### The clock network

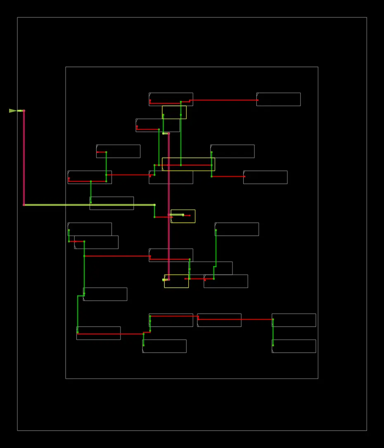
### Signal wires by layer

(3 px per um) Only two layers are drawn.
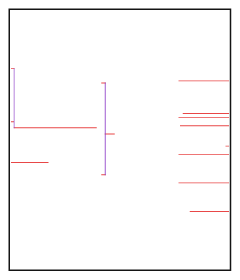
### Clock distribution

(6 px per um)
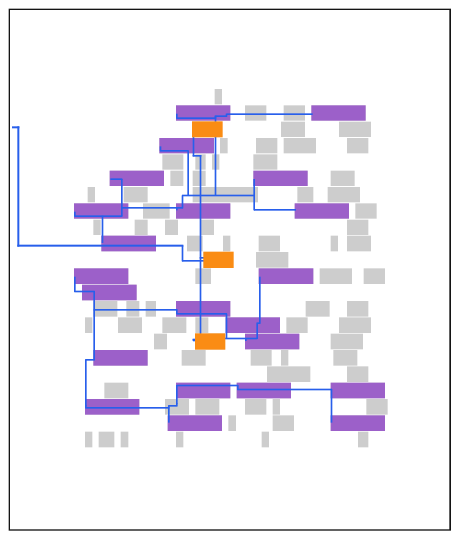
### Gate families picked out

(4 px per um)
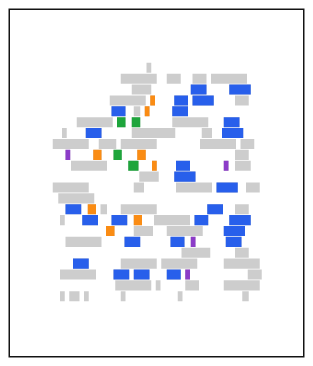
### Pin placement

(4 px per um) Pins as bars across the die edge, other pins in gray.
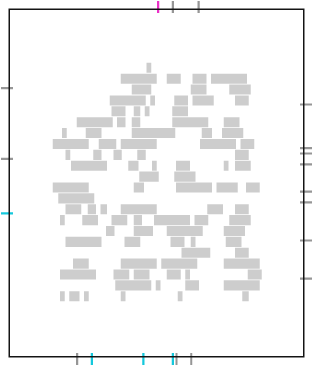
--- src/rtl/serial_subtractor.sv ---
// serial_subtractor: bit-serial D = A - B - bin, LSB first, one full-subtractor cell plus a borrow flop
// Ports: clock/resetn (async active-low); start/A/B/bin request and operands captured on the accepting edge;
// busy high during RUN; done one-cycle result pulse; D/bout/ovf result, held until the next completion.
// Define SERIAL_SUB_OVF_EN to produce the signed-overflow flag on ovf; otherwise ovf is tied to 0.
module serial_subtractor #(
  parameter int WIDTH = 4
) (
  input  logic             clock,
  input  logic             resetn,
  input  logic             start,
  input  logic [WIDTH-1:0] A,
  input  logic [WIDTH-1:0] B,
  input  logic             bin,
  output logic             busy,
  output logic             done,
  output logic [WIDTH-1:0] D,
  output logic             bout,
  output logic             ovf
);
  localparam int CW = (WIDTH > 2) ? $clog2(WIDTH) : 1;
  typedef enum logic [1:0] {IDLE, RUN, FIN} state_t;
  state_t           state;
  logic [WIDTH-1:0] sa, sb, res, res_nx;
  logic [CW-1:0]    cnt;
  logic             br, d, br_nx, last;
  assign d      = sa[0] ^ sb[0] ^ br;
  assign br_nx  = (~sa[0] & sb[0]) | (~(sa[0] ^ sb[0]) & br);
  assign res_nx = {d, res[WIDTH-1:1]};
  assign last   = cnt == CW'(WIDTH - 1);
  always_ff @(posedge clock or negedge resetn) begin
    if (!resetn) begin
      state <= IDLE;
      busy  <= 1'b0;
      done  <= 1'b0;
      D     <= '0;
      bout  <= 1'b0;
      sa    <= '0;
      sb    <= '0;
      res   <= '0;
      cnt   <= '0;
      br    <= 1'b0;
    end else if (state == RUN) begin
      sa  <= sa >> 1;
      sb  <= sb >> 1;
      br  <= br_nx;
      res <= res_nx;
      cnt <= cnt + 1'b1;
      if (last) begin
        state <= FIN;
        busy  <= 1'b0;
        done  <= 1'b1;
        D     <= res_nx;
        bout  <= br_nx;
      end
    end else if (start) begin
      state <= RUN;
      busy  <= 1'b1;
      done  <= 1'b0;
      sa    <= A;
      sb    <= B;
      br    <= bin;
      res   <= '0;
      cnt   <= '0;
    end else begin
      state <= IDLE;
      done  <= 1'b0;
    end
  end
`ifdef SERIAL_SUB_OVF_EN
  // operand sign bits are shifted out of sa/sb, so keep copies for the overflow test
  logic am, bm;
  always_ff @(posedge clock or negedge resetn) begin
    if (!resetn) begin
      am  <= 1'b0;
      bm  <= 1'b0;
      ovf <= 1'b0;
    end else if (state == RUN) begin
      if (last) ovf <= (am != bm) & (res_nx[WIDTH-1] != am);
    end else if (start) begin
      am <= A[WIDTH-1];
      bm <= B[WIDTH-1];
    end
  end
`else
  assign ovf = 1'b0;
`endif
endmodule

--- config.mk ---
export PLATFORM = sky130hd
export DESIGN_NAME = serial_subtractor
export DESIGN_NICKNAME = d
export VERILOG_FILES = /design/src/rtl/serial_subtractor.sv
export SDC_FILE = /design/constraint.sdc
export NUM_CORES = 1
export LEC_CHECK = 0
export CELL_PAD_IN_SITES_DETAIL_PLACEMENT = 1
export CELL_PAD_IN_SITES_GLOBAL_PLACEMENT = 1
export CORE_ASPECT_RATIO = 1.25
export CORE_MARGIN = 10
export CORE_UTILIZATION = 30
export CTS_CLUSTER_SIZE = 28
export DETAILED_ROUTE_END_ITERATION = 10
export GPL_TIMING_DRIVEN = 0
export PLACE_DENSITY_LB_ADDON = 0.1
export RECOVER_POWER = 100
export SKIP_CTS_REPAIR_TIMING = 1
export SLEW_MARGIN = 25
export SYNTH_ARGS = -nofsm -noshare
export SYNTH_HDL_FRONTEND = slang
export SYNTH_SLANG_ARGS = --single-unit
export TNS_END_PERCENT = 50
--- constraint.sdc ---
create_clock -name clock -period 1.7 [get_ports clock]
set_input_delay 0.255 -clock clock [delete_from_list [all_inputs] [get_ports clock]]
set_output_delay 0.255 -clock clock [all_outputs]
set_load 0.05 [all_outputs]
==> notes.org <==
* Implementation run

** Final timing
- Across the routed clock network, the largest skew measured is 0.00331 ns.
- Final setup violation count :: 0
- Actual slew at the worst max-slew pin :: 0.610 ns
- Static timing analysis puts the maximum clock frequency at 713 MHz.
- Fin. max-slew vios :: 0
- Adding up every negative setup slack in the final design gives 0 ns.
- Setup repair after global routing left no endpoint under its margin.
- Final worst path period need :: 1.40 ns

** Clocking
- Buffers from clock root to sink, at most :: 2
- For this design, the sink count on the clock tree is 22.
- Clock buffers created by TritonCTS :: 3

** Die
- Number of core rows :: 24
- Pre-Place Util :: 0.308

** Drt
- After the first detailed-routing iteration, the DRC count stood at 8.
- Wire length reported by the detailed router :: 2110 um
- The routed design shows a wire length per standard cell of 15.7 um.
- Via count of the routed design :: 611

** Layout
- The repair_antennas step left the layout with diodes totalling 0.
- For this run, the post-layout net count is 110.
- Once layout is complete, the utilization of the core stands at 0.370.
- The flow measured a signed area growth from synthesis to layout of 20.3%.

** Job
- The tool warning count for the run is 26.
- Per the run summary, max-cap violations total 0.

** Placed design
- DP Area :: 0.00128 mm2
- The final weighted congestion recorded by global placement is 0.715.
- Total placed cells including tap cells :: 129

** Setup path
- The critical path maximum fanout is 10.
- Critical Path AT :: 1.56 ns
- The worst setup path is launched from a register.
- Kind of capture point of the worst setup path :: register

** Logic synthesis
- Of all flip-flops after synthesis, the portion carrying an async set or reset was 1.00.
- Top cells by area :: dfrtp_1 (52%), mux2_4 (17%), mux2_2 (8.5%), mux2i_1 (5.7%), nor2b_1 (2.9%)
- Of the post-synthesis cell area, the dominant cell type holds 0.518.
- Chip Area, Yosys :: 0.00106 mm2

** Global route
- Across every metal layer, demand over resource in global routing totals 0.0758.
- The via count of the first global-routing pass was 741.

** Pwr
- Leakage dissipation :: 0.611 nW

** Outcome
- The flow ran to the end, and the final reports show no timing, DRC or antenna violations.
Back to the opening pictures, 'The clock network':
Seq cells: 22
worst skew pair latency: 0.27 ns

Back to the opening pictures, 'Signal wires by layer':
met4 -> purple  # wire length 50.3 um
met3 -> red  # wire length 157 um

Back to the opening pictures, 'Clock distribution':
flip-flops -> purple  # count 22
clock wires -> blue  # length 327 um
cells driving clock nets -> orange  # count 3
routed clock nets = 4

Back to the opening pictures, 'Gate families picked out':
NAND gates -> green  # cells 4, most used nand2b_1
multiplexers -> blue  # cells 26, most used mux2_2
NOR gates -> orange  # cells 8, most used nor2b_1, where center
inverters -> purple  # cells 4, most used inv_1

Back to the opening pictures, 'Pin placement':
`busy` -> magenta  # pins 1, direction output, edge north
`D` -> cyan  # pins 4, direction output, edge 3 south, 1 west
all pins by edge = 8 east, 6 south, 3 north, 3 west

cell type report:
type                       instances  area [um2]  share of cell area
buffer                             4        31.3              0.0245
clock buffer                       3        41.3              0.0323
clock inverter                     1        30.0              0.0235
inverter                           4        15.0              0.0118
multi-input combinational         43         429               0.336
sequential                        22         551               0.431
tap                               39        48.8              0.0382
timing repair buffer              18         131               0.103
path summary, 6_finish.rpt:
check / startpoint / end / slack (ns) / depth (start not counted)
max: done$_DFFE_PN0P_ / res[2]$_DFFE_PN0P_ / 0.30 / 3
min: start / sb[2]$_DFFE_PN0P_ / 0.41 / 3
max reg2reg: done$_DFFE_PN0P_ / res[2]$_DFFE_PN0P_ / 0.30 / 3
min reg2reg: cnt[0]$_DFFE_PN0P_ / cnt[0]$_DFFE_PN0P_ / 0.48 / 1
max in group asynchronous: resetn / cnt[1]$_DFFE_PN0P_ / 0.82 / 2
min in group asynchronous: resetn / sa[0]$_DFFE_PN0P_ / 0.50 / 2
flip-flops by register name, indices dropped and copies added (netlist names):
name / flops
sb: 4
busy: 1
br: 1
sa: 4
bout: 1
done: 1
D: 4
state: 1
res: 3
cnt: 2
kinds of logic after synthesis:
family / after synthesis / share of synthesized area
AND-OR/OR-AND: 2 / 0.0118
adder cells (fa/ha/maj): 2 / 0.0306
buffers and inverters: 8 / 0.0495
flip-flops: 22 / 0.518
multiplexers: 26 / 0.311
other: 1 / 0.00353
AND/OR/NAND/NOR: 12 / 0.0754
worst max-delay path, delay by kind of cell (launching register included):
kind,cells,cell delay (ns)
buffers and inverters,1,0.33
and+or+nand+nor,1,0.20
DFF,1,0.39
muxes,1,0.38
where the power goes:
| part | switching, mW | internal [mW] |
|---|---|---|
| clock | 0.179 | 0.315 |
| combinational | 0.621 | 0.460 |
| sequential | 0.128 | 0.761 |
| total | 0.928 | 1.54 |
placed cells by master, fill, tap and decap left out, types with 3 or more instances in the layout:
master / instances
mux2_1: 5
inv_1: 4
nor2b_1: 5
nor2_1: 3
nand2b_1: 3
clkdlybuf4s50_1: 9
dfrtp_1: 22
mux2i_1: 6
clkbuf_8: 3
mux2_2: 8
mux2_4: 7
clkbuf_1: 7
layer usage:
metal  wire [um]  global-route usage  vias to the layer above
met3         157              0.0275                        5
li1            -                   -                      285
met5           0                   0                        -
met2         986               0.120                       14
met4          50              0.0415                        0
met1         913              0.0859                      307
No activity file was given, so power comes from the tool's default toggle rates.
